--- src/rtl/fpu_types_pkg.sv ---
// fpu_types_pkg: shared half-precision constants and the multiplier status-flag type
package fpu_types_pkg;
  localparam int HALF_FLOAT_W = 16;
  localparam int HALF_EXPONENT_W = 5;
  localparam int HALF_FRACTION_W = 10;
  localparam logic [HALF_FLOAT_W-1:0] HALF_ZERO = 16'h0000;
  localparam logic [HALF_FLOAT_W-1:0] HALF_ZERON = 16'h8000;
  localparam logic [HALF_EXPONENT_W-1:0] HALF_EXP_ALL1 = 5'h1F;
  typedef struct packed {
    logic nv;
    logic of;
    logic ufz;
  } mult_flags_t;
endpackage

--- src/rtl/fp16_mult_issue_stage_if.sv ---
// fp16_mult_issue_stage_if: issue-side, result-side and multiplier-side signals; slave = stage view, master = surroundings
interface fp16_mult_issue_stage_if #(parameter int TAG_W = 4);
  import fpu_types_pkg::*;
  logic in_valid;
  logic in_ready;
  logic [HALF_FLOAT_W-1:0] in_a;
  logic [HALF_FLOAT_W-1:0] in_b;
  logic [TAG_W-1:0] in_tag;
  logic [HALF_FLOAT_W-1:0] mul_float1;
  logic [HALF_FLOAT_W-1:0] mul_float2;
  logic [HALF_FLOAT_W-1:0] mul_product;
  logic out_valid;
  logic out_ready;
  logic [HALF_FLOAT_W-1:0] out_product;
  logic [TAG_W-1:0] out_tag;
  mult_flags_t out_flags;
  modport slave (
    input in_valid, in_a, in_b, in_tag, out_ready, mul_product,
    output in_ready, out_valid, out_product, out_tag, out_flags, mul_float1, mul_float2
  );
  modport master (
    output in_valid, in_a, in_b, in_tag, out_ready, mul_product,
    input in_ready, out_valid, out_product, out_tag, out_flags, mul_float1, mul_float2
  );
endinterface

--- src/rtl/fp16_operand_fifo.sv ---
// fp16_operand_fifo: circular operand buffer (CLK/RST async high, flush sync clear, push/pop, wdata/rdata, full/empty)
module fp16_operand_fifo #(
  parameter int DEPTH = 4,
  parameter int W = 36
) (
  input  logic CLK,
  input  logic RST,
  input  logic flush,
  input  logic push,
  input  logic pop,
  input  logic [W-1:0] wdata,
  output logic [W-1:0] rdata,
  output logic full,
  output logic empty
);
  localparam int AW = $clog2(DEPTH);
  logic [AW-1:0] rd_ptr, wr_ptr;
  logic [AW:0] count;
  logic [W-1:0] mem [DEPTH];
  logic wr_en, rd_en;
  assign full = count == (AW+1)'(DEPTH);
  assign empty = count == '0;
  assign rdata = mem[rd_ptr];
  assign wr_en = push & !full;
  assign rd_en = pop & !empty;
  always_ff @(posedge CLK or posedge RST)
    if (RST) begin
      rd_ptr <= '0;
      wr_ptr <= '0;
      count <= '0;
    end else if (flush) begin
      rd_ptr <= '0;
      wr_ptr <= '0;
      count <= '0;
    end else begin
      if (wr_en) wr_ptr <= wr_ptr + 1'b1;
      if (rd_en) rd_ptr <= rd_ptr + 1'b1;
      count <= count + (AW+1)'(wr_en) - (AW+1)'(rd_en);
    end
  always_ff @(posedge CLK)
    if (wr_en && !flush) mem[wr_ptr] <= wdata;
endmodule

--- src/rtl/fp16_mult_issue_stage.sv ---
// fp16_mult_issue_stage: queues FP16 operand pairs, drives the external multiplier, registers product/tag/{NV,OF,UFZ}; ports CLK, RST (async high), flush, io (slave), perf_ops/perf_stall when FP16_MULT_PERF_CNT_EN is defined
module fp16_mult_issue_stage
  import fpu_types_pkg::*;
#(
  parameter int DEPTH = 4,
  parameter int TAG_W = 4
) (
  input logic CLK,
  input logic RST,
  input logic flush,
  fp16_mult_issue_stage_if.slave io
`ifdef FP16_MULT_PERF_CNT_EN
  ,
  output logic [15:0] perf_ops,
  output logic [15:0] perf_stall
`endif
);
  typedef struct packed {
    logic [HALF_FLOAT_W-1:0] a;
    logic [HALF_FLOAT_W-1:0] b;
    logic [TAG_W-1:0] tag;
  } half_op_t;
  typedef enum logic {EMPTY, FULL} state_t;
  function automatic mult_flags_t classify(logic [15:0] a, logic [15:0] b, logic [15:0] p);
    logic a_fin, b_fin, a_nan, b_nan, a_inf, b_inf, a_zero, b_zero;
    a_fin = a[14:10] != HALF_EXP_ALL1;
    b_fin = b[14:10] != HALF_EXP_ALL1;
    a_nan = !a_fin && a[9:0] != '0;
    b_nan = !b_fin && b[9:0] != '0;
    a_inf = !a_fin && a[9:0] == '0;
    b_inf = !b_fin && b[9:0] == '0;
    a_zero = a[14:0] == '0;
    b_zero = b[14:0] == '0;
    classify.nv = a_nan | b_nan | (a_zero & b_inf) | (a_inf & b_zero);
    classify.of = a_fin & b_fin & (p[14:10] == HALF_EXP_ALL1);
    classify.ufz = a_fin & b_fin & !a_zero & !b_zero & (p[14:0] == '0);
  endfunction
  half_op_t wr_op, head;
  state_t state;
  logic full, empty, push, load;
  logic [HALF_FLOAT_W-1:0] prod_q;
  logic [TAG_W-1:0] tag_q;
  mult_flags_t flags_q;
  assign wr_op = '{a: io.in_a, b: io.in_b, tag: io.in_tag};
  assign io.in_ready = !full;
  assign push = io.in_valid & !full;
  assign load = !empty & (state == EMPTY | io.out_ready);
  fp16_operand_fifo #(.DEPTH(DEPTH), .W($bits(half_op_t))) u_fifo (
    .CLK(CLK),
    .RST(RST),
    .flush(flush),
    .push(push),
    .pop(load),
    .wdata(wr_op),
    .rdata(head),
    .full(full),
    .empty(empty)
  );
  assign io.mul_float1 = empty ? HALF_ZERO : head.a;
  assign io.mul_float2 = empty ? HALF_ZERO : head.b;
  assign io.out_valid = state == FULL;
  assign io.out_product = prod_q;
  assign io.out_tag = tag_q;
  assign io.out_flags = flags_q;
  always_ff @(posedge CLK or posedge RST)
    if (RST) begin
      state <= EMPTY;
      prod_q <= '0;
      tag_q <= '0;
      flags_q <= '0;
    end else if (flush) begin
      state <= EMPTY;
    end else if (load) begin
      state <= FULL;
      prod_q <= io.mul_product;
      tag_q <= head.tag;
      flags_q <= classify(head.a, head.b, io.mul_product);
    end else if (io.out_ready) begin
      state <= EMPTY;
    end
`ifdef FP16_MULT_PERF_CNT_EN
  always_ff @(posedge CLK or posedge RST)
    if (RST) begin
      perf_ops <= '0;
      perf_stall <= '0;
    end else if (flush) begin
      perf_ops <= '0;
      perf_stall <= '0;
    end else begin
      if (load && perf_ops != 16'hFFFF) perf_ops <= perf_ops + 1'b1;
      if (io.out_valid && !io.out_ready && perf_stall != 16'hFFFF) perf_stall <= perf_stall + 1'b1;
    end
`endif
endmodule

--- src/flat_wrapper.sv ---
// flat-port wrapper written by rule: the top's interface ports become plain ports
module fp16_mult_issue_stage_flat import fpu_types_pkg::*;
#(
  parameter int DEPTH = 4,
  parameter int TAG_W = 4
)
  (CLK, RST, flush, io_in_valid, io_in_a, io_in_b, io_in_tag, io_out_ready, io_mul_product, io_in_ready, io_out_valid, io_out_product, io_out_tag, io_out_flags, io_mul_float1, io_mul_float2);
  fp16_mult_issue_stage_if #(.TAG_W(TAG_W)) io_i ();
  input logic CLK;
  input logic RST;
  input logic flush;
  input wire logic [$bits(io_i.in_valid)-1:0] io_in_valid;
  input wire logic [$bits(io_i.in_a)-1:0] io_in_a;
  input wire logic [$bits(io_i.in_b)-1:0] io_in_b;
  input wire logic [$bits(io_i.in_tag)-1:0] io_in_tag;
  input wire logic [$bits(io_i.out_ready)-1:0] io_out_ready;
  input wire logic [$bits(io_i.mul_product)-1:0] io_mul_product;
  output wire logic [$bits(io_i.in_ready)-1:0] io_in_ready;
  output wire logic [$bits(io_i.out_valid)-1:0] io_out_valid;
  output wire logic [$bits(io_i.out_product)-1:0] io_out_product;
  output wire logic [$bits(io_i.out_tag)-1:0] io_out_tag;
  output wire logic [$bits(io_i.out_flags)-1:0] io_out_flags;
  output wire logic [$bits(io_i.mul_float1)-1:0] io_mul_float1;
  output wire logic [$bits(io_i.mul_float2)-1:0] io_mul_float2;
  assign io_i.in_valid = io_in_valid;
  assign io_i.in_a = io_in_a;
  assign io_i.in_b = io_in_b;
  assign io_i.in_tag = io_in_tag;
  assign io_i.out_ready = io_out_ready;
  assign io_i.mul_product = io_mul_product;
  assign io_in_ready = io_i.in_ready;
  assign io_out_valid = io_i.out_valid;
  assign io_out_product = io_i.out_product;
  assign io_out_tag = io_i.out_tag;
  assign io_out_flags = io_i.out_flags;
  assign io_mul_float1 = io_i.mul_float1;
  assign io_mul_float2 = io_i.mul_float2;
  fp16_mult_issue_stage #(.DEPTH(DEPTH), .TAG_W(TAG_W)) u_core (.CLK(CLK), .RST(RST), .flush(flush), .io(io_i));
endmodule
--- config.mk ---
export PLATFORM = sky130hd
export DESIGN_NAME = fp16_mult_issue_stage_flat
export DESIGN_NICKNAME = d
export VERILOG_FILES = /design/src/rtl/fpu_types_pkg.sv /design/src/rtl/fp16_mult_issue_stage_if.sv /design/src/rtl/fp16_operand_fifo.sv /design/src/rtl/fp16_mult_issue_stage.sv /design/src/flat_wrapper.sv
export SDC_FILE = /design/constraint.sdc
export NUM_CORES = 1
export LEC_CHECK = 0
export ABC_AREA = 1
export CAP_MARGIN = 0
export CORE_MARGIN = 2
export CORE_UTILIZATION = 58
export CTS_CLUSTER_DIAMETER = 150
export DETAILED_ROUTE_END_ITERATION = 12
export PLACE_DENSITY = 0.93
export RECOVER_POWER = 100
export SLEW_MARGIN = 15
export SYNTH_ARGS = -nofsm -noshare
export SYNTH_HDL_FRONTEND = slang
export SYNTH_HIERARCHICAL = 1
export SYNTH_SLANG_ARGS = --single-unit
--- constraint.sdc ---
create_clock -name CLK -period 6.2 [get_ports CLK]
set_input_delay 1.24 -clock CLK [delete_from_list [all_inputs] [get_ports CLK]]
set_output_delay 1.24 -clock CLK [all_outputs]
set_load 0.005 [all_outputs]
Fig. 1: M3 wires
Drawn at 4 px/um.
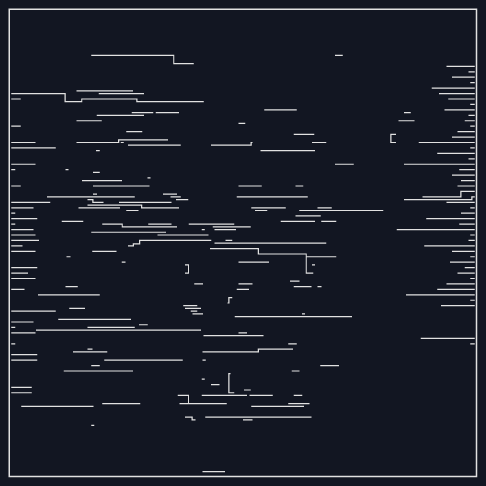
nets with wire on the layer = 142
wire length on this layer = 1410 um

Fig. 2: the clock network
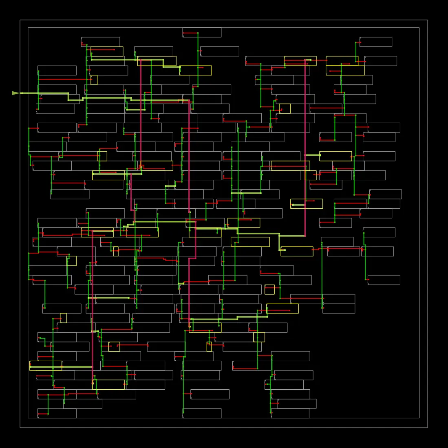
Clk power: 1110 uW
Num CTS Buffers: 17

==> impl_metrics.py <==
# Flow results
metrics = {
    "placed_design": {
        "hpwl_mm": 10.1,
        "dpl_cell_area_um2": 8490,
        "placed_cells": 897,
        "pre_cts_slack_ps": 2180,
    },
    "grt": {
        "antenna_found_initial": 0,
        "grt_pass1_vias": 5167,
        "grtUsageTotal_pct": 25.2,
        "grt_first_pass_wirelength_mm": 25.4,
    },
    "worst_hold_path": {
        "min_path_cells": 2,
        "hold-path-endpoint": "u_core/io.out_tag[2]",
        "hold_path.startpoint": "u_core/io.out_tag[2]",
    },
    "synthesis": {
        "synth_top_flop_cell": "edfxtp_1",
        "ys_warn_count": 6,
        "ys_seq_share_pct": 69.6,
        "synth-xor-area-share_pct": 0,
        "synth_cell_types": 29,
        "ys_chip_area_um2": 7330,
        "synth_cells": 640,
        "top_logic_kind": "simple AND/OR/NAND/NOR gates",
        "fa_ha_area_share_pct": 1.30,
        "fp_nets": 704,
        "edf_count": 144,
        "async_flop_share_pct": 17.7,
        "numSynthFlops": 175,
        "synthAoiAreaFrac_pct": 9.42,
        "most_common_cell": "edfxtp_1",
        "simple_gate_area_share_pct": 12.6,
        "top_cells_by_area": "edfxtp_1, dfrtp_1, nor2_1, inv_1, o21ai_0",
        "syn_area_per_cell_um2": 11.5,
        "synth_area_um2": 7330,
        "synth.largest_area_cell": "edfxtp_1",
    },
    "timing": {
        "timing.fmax_mhz": 213,
        "hold-worst-slack_ps": 462,
        "slew_viol_final": 64,
        "worst-slew-pin-transition_ps": 1830,
        "setup_slack_ps": 1500,
        "fin_tns_setup_ps": 0,
        "fin_crit_ps": 4700,
        "period_used_pct": 75.8,
        "rsz0062_at_grt": "no",
        "fin_skew_ps": 9.02,
    },
    "clock_network": {
        "cts.clk_slew.worst_paths_ps": 70,
        "clkSinkCount": 175,
        "clock_latency_ps": 440,
        "cts_buffer_depth": 2,
        "cts_tree": "yes",
    },
    "finish": {
        "design_area_um2": 9060,
        "diodes": 0,
        "areaGrowthSynthToFinish_pct": 23.5,
        "utilization_pct": 72.6,
        "final_cells": 933,
        "nNetsFinal": 812,
        "drive_above_1_share_pct": 4.73,
    },
    "power_and_ir_drop": {
        "power_density_nw_per_um2": 416,
        "pwr-share-seq_pct": 39.8,
        "pwr-share-clk_pct": 29.5,
        "vdd_drop_max_mv": 0.319,
        "total_power_uw": 3760,
        "p_sw_uw": 1150,
        "p_int_uw": 2610,
    },
    "route": {
        "wl_per_cell_um": 18.1,
        "drc": 0,
        "vias": 5283,
        "drt_wl_total_mm": 16.9,
        "vias_per_cell": 5.66,
    },
    "setup_path": {
        "critical_path.max_stage_delay_ps": 970,
        "setup.worst_path.end_class": "output pin",
        "crit_type": "flip-flop to output pin",
        "crit_cells": 7,
        "ff2ff_setup_slack_ps": 2220,
        "r2r-start": "u_core/u_fifo/count[1]",
        "cp-start-kind": "flip-flop",
        "critPathRequiredTime_ps": 4960,
        "crit_arrival_ps": 3460,
        "crit_path_end": "io_mul_float1[1]",
        "r2r_end": "u_core/u_fifo/mem[3][8]",
    },
    "run": {
        "tool_warnings": 29,
        "maxCapViolCount": 3,
    },
    "floorplan": {
        "row_count": 41,
        "io_pins": 114,
        "floorplan.core_util_pct": 58.8,
        "chipHeight_um": 116,
        "die_area_um2": 13600,
    },
    "status": {
        "status": "finished, violations left",
        "violations": "capacitance limit, slew limit",
    },
}
Fig. 3: clock distribution
Drawn at 4 px/um.
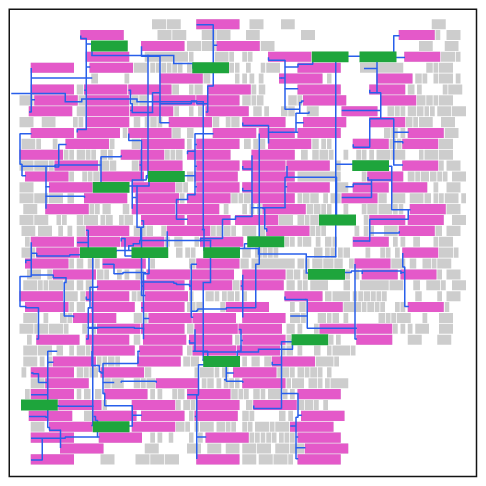
magenta -> flip-flops  # count 175
blue -> clock wires  # length 1740 um
green -> clock-net drivers  # count 17
flops lie = spread over the die
routed clock nets = 18

Fig. 4: gate families picked out
Drawn at 2 px/um.
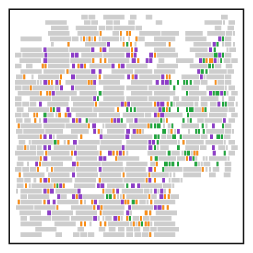
purple -> aoi and oai cells  # cells 126, where spread over the die
green -> nand cells  # cells 84
orange -> nor cells  # cells 142

## cells in the final DEF (no fill, tap or decap), drive strengths merged
cell	count
clkdlybuf4s50	49
dlygate4sd3	64
or2	1
nand3	15
inv	72
nor4	1
edfxtp	144
fa	1
dfrtp	31
o22ai	36
nand3b	1
bufinv	4
o21ai	88
ha	6
buf	2
nand4	7
clkinv	9
nor2	139
a21oi	2
clkbuf	22
nand2	61
nor3	2
clkinvlp	4
## state kept, by name, summed over array words and instances (netlist names)
| name | flops |
|---|---|
| u_core/io.out_flags | 3 |
| u_core/io.out_product | 16 |
| u_core/io.out_tag | 4 |
| u_core/io.out_valid | 1 |
| u_core/u_fifo/count | 3 |
| u_core/u_fifo/mem | 144 |
| u_core/u_fifo/rd_ptr | 2 |
| u_core/u_fifo/wr_ptr | 2 |
## final cells by class
cell class / instances / area (um2)
inverters: 75 / 288
multi-input cells: 360 / 1670
clock buffers: 18 / 429
well taps: 172 / 215
fillers: 786 / 3410
flip-flops and latches: 175 / 5100
clock inverters: 14 / 191
repair buffers: 119 / 1160
## power groups by stage
stage	Combinational [uW]	Sequential, uW	Clock (uW)
after floorplan	669	1520	0
after global placement	1160	1510	0
after detailed placement	1210	1520	0
after CTS	1220	1500	1120
final	1160	1500	1110
after global routing	1280	1510	1170
## routing by layer
| metal | up-vias | global-route usage, % | wire [um] |
|---|---|---|---|
| li1 | 2407 | - | - |
| met1 | 2541 | 30.3 | 6440 |
| met2 | 298 | 42.7 | 8660 |
| met3 | 37 | 6.33 | 1410 |
| met4 | 0 | 12.3 | 424 |
| met5 | - | 0 | 0 |
## cell families after synthesis
kind of cell	count (synthesis)
AOI/OAI and AO/OA	126
adders and majority gates	7
buffers and inverters	105
DFF	175
and+or+nand+nor	227
No activity file was given, so power comes from the tool's default toggle rates.
